==> src/rtl/lab_pkg.sv <==
// Board-level constants shared by the lab datapath blocks.
package lab_pkg;

    localparam int unsigned CLK_HZ      = 50_000_000;
    localparam int unsigned DEBOUNCE_MS = 10;

    // Clock cycles spanned by a period given in milliseconds.
    function automatic int unsigned ms_to_cycles(input int unsigned ms);
        return (CLK_HZ / 1000) * ms;
    endfunction

endpackage

==> src/rtl/debounce_bit.sv <==
// One-bit 2-flop synchroniser followed by a stable-level counter.
module debounce_bit #(
    parameter int unsigned CYCLES = 4
) (
    input  logic clk,
    input  logic rst,
    input  logic din,
    output logic dout,
    output logic flip
);

    localparam int unsigned CNT_W = $clog2(CYCLES);
    localparam logic [CNT_W-1:0] CNT_MAX = CNT_W'(CYCLES - 1);

    logic             sync1;
    logic             sync2;
    logic [CNT_W-1:0] cnt;

    // High on the edge where the new level is accepted.
    assign flip = (sync2 != dout) && (cnt == CNT_MAX);

    always_ff @(posedge clk or posedge rst) begin
        if (rst) begin
            sync1 <= 1'b0;
            sync2 <= 1'b0;
            cnt   <= '0;
            dout  <= 1'b0;
        end else begin
            sync1 <= din;
            sync2 <= sync1;
            if (sync2 == dout) begin
                cnt <= '0;
            end else if (cnt == CNT_MAX) begin
                dout <= sync2;
                cnt  <= '0;
            end else begin
                cnt <= cnt + CNT_W'(1);
            end
        end
    end

endmodule

==> src/rtl/sw_debounce.sv <==
// Debounces the board switch/button bus; pulses changed whenever out updates.
module sw_debounce
    import lab_pkg::*;
#(
    parameter int unsigned WIDTH           = 8,
    parameter int unsigned DEBOUNCE_CYCLES = ms_to_cycles(DEBOUNCE_MS)
) (
    input  logic             clk,
    input  logic             rst,
    input  logic [WIDTH-1:0] in,
    output logic [WIDTH-1:0] out,
    output logic             changed
);

    logic [WIDTH-1:0] flips;

    for (genvar i = 0; i < WIDTH; i++) begin : g_bit
        debounce_bit #(
            .CYCLES(DEBOUNCE_CYCLES)
        ) u_bit (
            .clk (clk),
            .rst (rst),
            .din (in[i]),
            .dout(out[i]),
            .flip(flips[i])
        );
    end

    // Registered alongside out so the strobe rises on the update edge.
    always_ff @(posedge clk or posedge rst) begin
        if (rst) begin
            changed <= 1'b0;
        end else begin
            changed <= |flips;
        end
    end

endmodule

==> config.mk <==
export PLATFORM = sky130hd
export DESIGN_NAME = sw_debounce
export DESIGN_NICKNAME = d
export VERILOG_FILES = /design/src/rtl/lab_pkg.sv /design/src/rtl/debounce_bit.sv /design/src/rtl/sw_debounce.sv
export SDC_FILE = /design/constraint.sdc
export NUM_CORES = 1
export LEC_CHECK = 0
export CAP_MARGIN = 30
export CORE_ASPECT_RATIO = 0.7
export CORE_MARGIN = 10
export CORE_UTILIZATION = 50
export DETAILED_ROUTE_END_ITERATION = 6
export PLACE_DENSITY = 0.78
export SLEW_MARGIN = 10
export SYNTH_ARGS = -nofsm -noshare
export SYNTH_HDL_FRONTEND = slang
export SYNTH_SLANG_ARGS = --single-unit
==> constraint.sdc <==
create_clock -name clk -period 5.96 [get_ports clk]
set_input_delay 1.192 -clock clk [delete_from_list [all_inputs] [get_ports clk]]
set_output_delay 1.192 -clock clk [all_outputs]
set_load 0.02 [all_outputs]
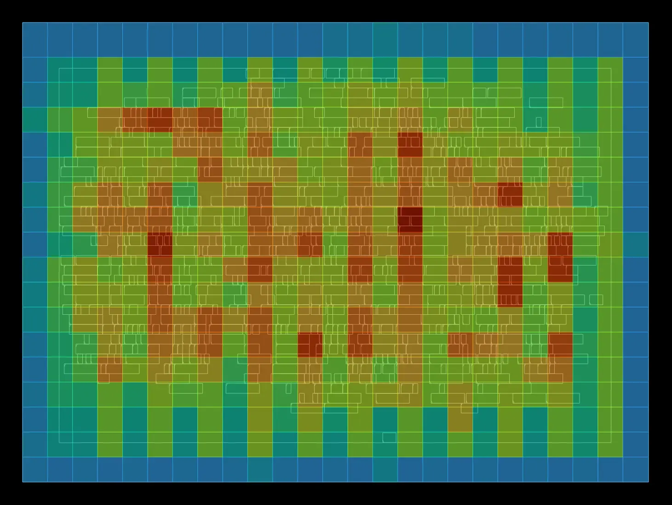
Figure 1: routing congestion.
final core utilization: 58.3%
met1 usage in global routing: 19.7%
Overall Global Routing Usage: 13.8%
met2 capacity usage during global routing: 20.5%

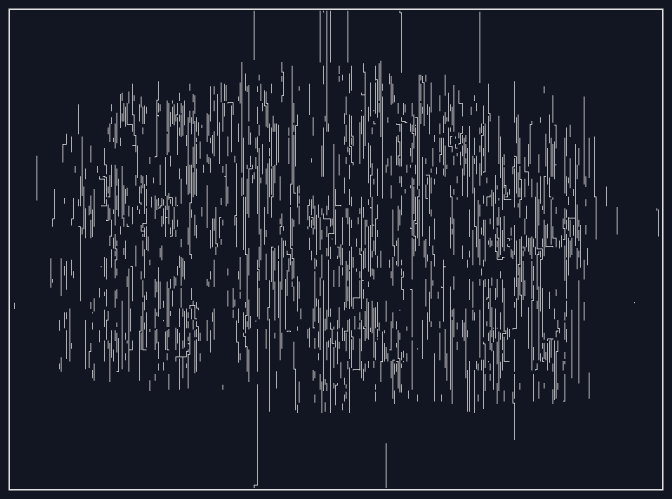
Figure 2: signal wires on met2.
The layer carries 6430 um of wire. The longest straight run is 31.9 um.

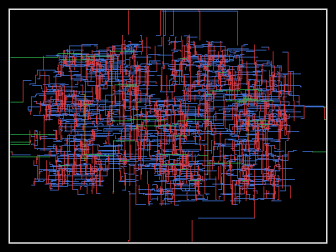
Figure 3: metal layers overlaid.
Orange stands for metal 4, wire length 154 um. Green stands for metal 3, wire length 485 um. Blue stands for metal 1, wire length 7480 um. Red stands for metal 2, wire length 6430 um.

==> results.py <==
# Auto-generated metrics
metrics = {
    "status": {
        "outcome": "finished, final reports clean",
    },
    "power": {
        "switching_share_pct": 20.4,
        "worst_ir_drop_vdd_mv": 0.158,
        "power-per-cell-area_nw_per_um2": 276,
        "comb_power_share_pct": 3.1,
        "power.total_mw": 2.53,
        "internal_power_mw": 2.01,
        "p_leak_nw": 3.91,
    },
    "final_timing": {
        "max_slew_margin_pct": 46.7,
        "worst_pin_slew_ns": 0.779,
        "fmax_mhz": 372,
        "timing.final.crit_share_pct": 45.1,
        "fin_crit_ns": 2.69,
        "finClkSkew_ns": 0.00895,
        "setup_repair_after_global_routing_missed_its_margin": "no",
        "finalSetupTns_ns": 0,
        "count_of_endpoints_failing_setup_in_the_final_report": 0,
    },
    "final_layout": {
        "layout.nonclk_buf_share_pct": 2.73,
        "syn_to_final_growth_pct": 12.4,
        "n_clock_buffer": 22,
        "flop-count": 177,
        "antenna_cell_count": 0,
        "area.share.sequential_pct": 48.3,
        "finalNetCount": 835,
        "layout.area.seq_um2": 4430,
        "comb_share_pct": 38.1,
        "drive_above_1_share_pct": 6.02,
        "nonClockInverterCount": 19,
        "layout.cells.non_filler": 1050,
        "multi_input_comb_cells": 580,
        "num-nonclk-buffers": 22,
        "clock_buf_inv_share_pct": 7.04,
        "largestClassByArea": "sequential cells",
        "logic_area_um2": 3490,
    },
    "logic_synthesis": {
        "simple_gate_area_share_pct": 24.8,
        "synthArstFlopShare_pct": 100,
        "fp_nets": 819,
        "syn-instance-count": 801,
        "ys_sh_aoi_pct": 0.291,
        "netlist_top_cells_area": "sky130_fd_sc_hd__dfrtp_1 54%, sky130_fd_sc_hd__xor2_1 8.8%, sky130_fd_sc_hd__nor2_1 8.3%, sky130_fd_sc_hd__xnor2_1 6.5%, sky130_fd_sc_hd__nand3_1 3.3%",
        "synth_top_cell_by_area": "sky130_fd_sc_hd__dfrtp_1",
        "synth.cells.most_frequent": "181 x sky130_fd_sc_hd__nor2_1, 177 x sky130_fd_sc_hd__dfrtp_1, 82 x sky130_fd_sc_hd__xor2_1",
        "synth.yosys.num_cells": 801,
        "synth.yosys.seq_area_share_pct": 54.3,
        "synth.cellmix.xorXnorShare_pct": 15.4,
        "number_of_unique_standard_cell_types_used_by_synthesis": 38,
        "postSynthAreaPerCell_um2": 10.2,
        "synthAdderAreaFrac_pct": 1.23,
        "synth_chip_area_um2": 8160,
        "synth.ff_latch_count": 177,
        "synthTopLogicFamily": "simple AND/OR/NAND/NOR gates",
        "synth.area.mux_share_pct": 1.10,
    },
    "floorplan": {
        "die_height_um": 127,
        "placementRows": 38,
        "fp-utilization_pct": 51.8,
        "chip_area_um2": 21900,
        "well_tap_count": 220,
        "width_of_the_chip_um": 173,
        "design.core.area_um2": 15700,
    },
    "clock_tree": {
        "clk_root_buffer_cell": "sky130_fd_sc_hd__clkbuf_16",
        "cts_hold_buffers": 0,
        "tritoncts_clock_tree": "done",
        "h-tree-depth": 4,
        "post_cts.resized_instances": 0,
        "cts_post_setup_buffers_inserted": 0,
        "clk_path_buf_depth": 2,
        "cts_inserted_buffers": 17,
        "clock_insertion_delay_worst_skew_ns": 0.42,
    },
    "placement": {
        "globalplace.congestion": 0.839,
        "place.detailed.hpwl_um": 9440,
        "placed_cells_incl_taps": 1016,
        "io_buffer_count": 18,
    },
    "setup_path": {
        "worst-endpoint-arrival_ns": 1.49,
        "criticalPathCategory": "flip-flop to output pin",
        "crit_path_cell_trace": "clkdlybuf4s50_1",
        "critPathBufInv": 1,
        "critical_path.max_fanout": 3,
        "critPathTopFamily": "buffers and inverters",
        "critical_path_required_ns": 4.77,
        "worst-r2r-setup-slack_ns": 3.59,
        "cp-start-kind": "flip-flop",
    },
    "global_route": {
        "grt_remaining_overflow": 0,
        "number_of_global_route_vias_before_repair": 5378,
        "antenna_violations_before_repair": 0,
        "maximum_number_of_pins_on_one_net_before_global_route_repair": 76,
    },
    "drt": {
        "vias": 5489,
        "routedWlPerCell_um": 13.9,
        "post-route-drc-count": 0,
        "detail_route.first_pass.iterations": 5,
        "routed_wl_um": 14500,
    },
    "hold_path": {
        "hold_path.class": "flip-flop to flip-flop",
    },
}
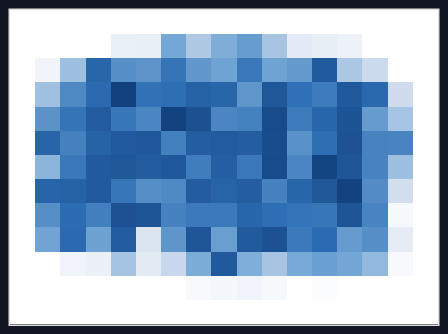
Figure 4: cell density map.
The die is cut into 17 by 13 equal tiles; white is low, dark blue is high, 0 to 100% covered.
24% of the tiles are over 75% full. The mean over all tiles is 41%. 34% of the tiles are nearly empty. The fullest tile reaches 93%. The emptiest ninth of the die: south-west.

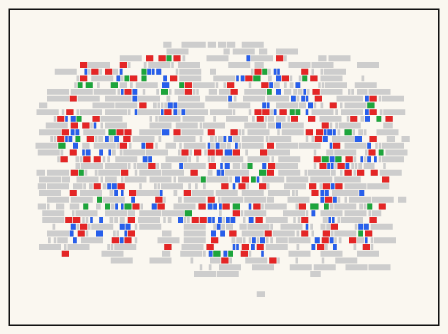
Figure 5: logic cells by family.
Red stands for xor and xnor cells, cells 143, most used xor2_1. Green stands for and/or cells, cells 42, most used and3_1. Blue stands for nand cells, cells 145, most used nand3_1.

[placed cells by master (no fill, tap or decap), types with 5 or more instances in the layout]
master / netlist / final
sky130_fd_sc_hd__mux2_2: 8 / 8
sky130_fd_sc_hd__bufinv_16: 0 / 5
sky130_fd_sc_hd__nand4_1: 35 / 35
sky130_fd_sc_hd__or2_2: 5 / 5
sky130_fd_sc_hd__ha_1: 8 / 8
sky130_fd_sc_hd__nor4_1: 12 / 12
sky130_fd_sc_hd__nand3_1: 54 / 54
sky130_fd_sc_hd__dfrtp_1: 177 / 177
sky130_fd_sc_hd__nor2_1: 181 / 181
sky130_fd_sc_hd__xnor2_1: 61 / 61
sky130_fd_sc_hd__nand2_1: 49 / 49
sky130_fd_sc_hd__and4_1: 11 / 11
sky130_fd_sc_hd__and3_1: 15 / 15
sky130_fd_sc_hd__xor2_1: 82 / 82
sky130_fd_sc_hd__inv_1: 19 / 18
sky130_fd_sc_hd__nand4b_1: 5 / 5
sky130_fd_sc_hd__clkbuf_16: 0 / 17
sky130_fd_sc_hd__clkdlybuf4s50_1: 0 / 18
sky130_fd_sc_hd__nor3_1: 22 / 22
sky130_fd_sc_hd__nor4b_1: 11 / 11
[through the flow]
stage | hold WS (ns) | setup slack (ns) | instance area [um2]
final | 0.350 | 3.27 | 9170
after floorplan | 0.331 | 2.50 | 8160
after global routing | 0.360 | 3.23 | 9170
after CTS | 0.352 | 3.27 | 9110
after detailed placement | 0.338 | 2.88 | 8470
after global placement | 0.332 | 2.90 | 8470
[power groups by stage]
stage / clock network, mW / registers (mW) / logic (mW)
2_1_floorplan: 0 / 1.25 / 0.0595
5_1_grt: 1.28 / 1.24 / 0.0924
3_3_place_gp: 0 / 1.26 / 0.0742
4_1_cts: 1.23 / 1.24 / 0.0774
3_5_place_dp: 0 / 1.26 / 0.0768
6_report: 1.21 / 1.24 / 0.0788
[registers in the layout, summed over array words and instances (netlist names)]
name               count
g_bit.u_bit.cnt      152
g_bit.u_bit.dout       8
g_bit.u_bit.sync1      8
g_bit.u_bit.sync2      8
changed                1
[path summary, 6_finish.rpt]
check | end | from | cells after the start
setup / recovery | out[7] | g_bit[7].u_bit.dout | 1
hold / removal | g_bit[5].u_bit.sync2 | g_bit[5].u_bit.sync1 | 0
setup reg to reg | g_bit[7].u_bit.cnt[3] | g_bit[7].u_bit.cnt[0] | 5
hold reg to reg | g_bit[5].u_bit.sync2 | g_bit[5].u_bit.sync1 | 0
max in group asynchronous | g_bit[5].u_bit.cnt[12] | rst | 4
min in group asynchronous | g_bit[0].u_bit.sync1 | rst | 2
[kinds of logic after synthesis]
logic type	count (synthesis)
XOR/XNOR	143
adder cells (fa/ha/maj)	8
flip-flops	177
AND/OR/NAND/NOR	417
multiplexers	8
buffers and inverters	44
AND-OR/OR-AND	4
[per-layer routing]
layer	wire length, um	GRT usage, %	vias to the layer above
met5	0	0	-
li1	-	-	2703
met3	485	3.14	16
met1	7480	19.7	2688
met4	154	4.40	0
met2	6430	20.5	82
Power figures rest on the tool's default switching activity, not on a simulated workload.
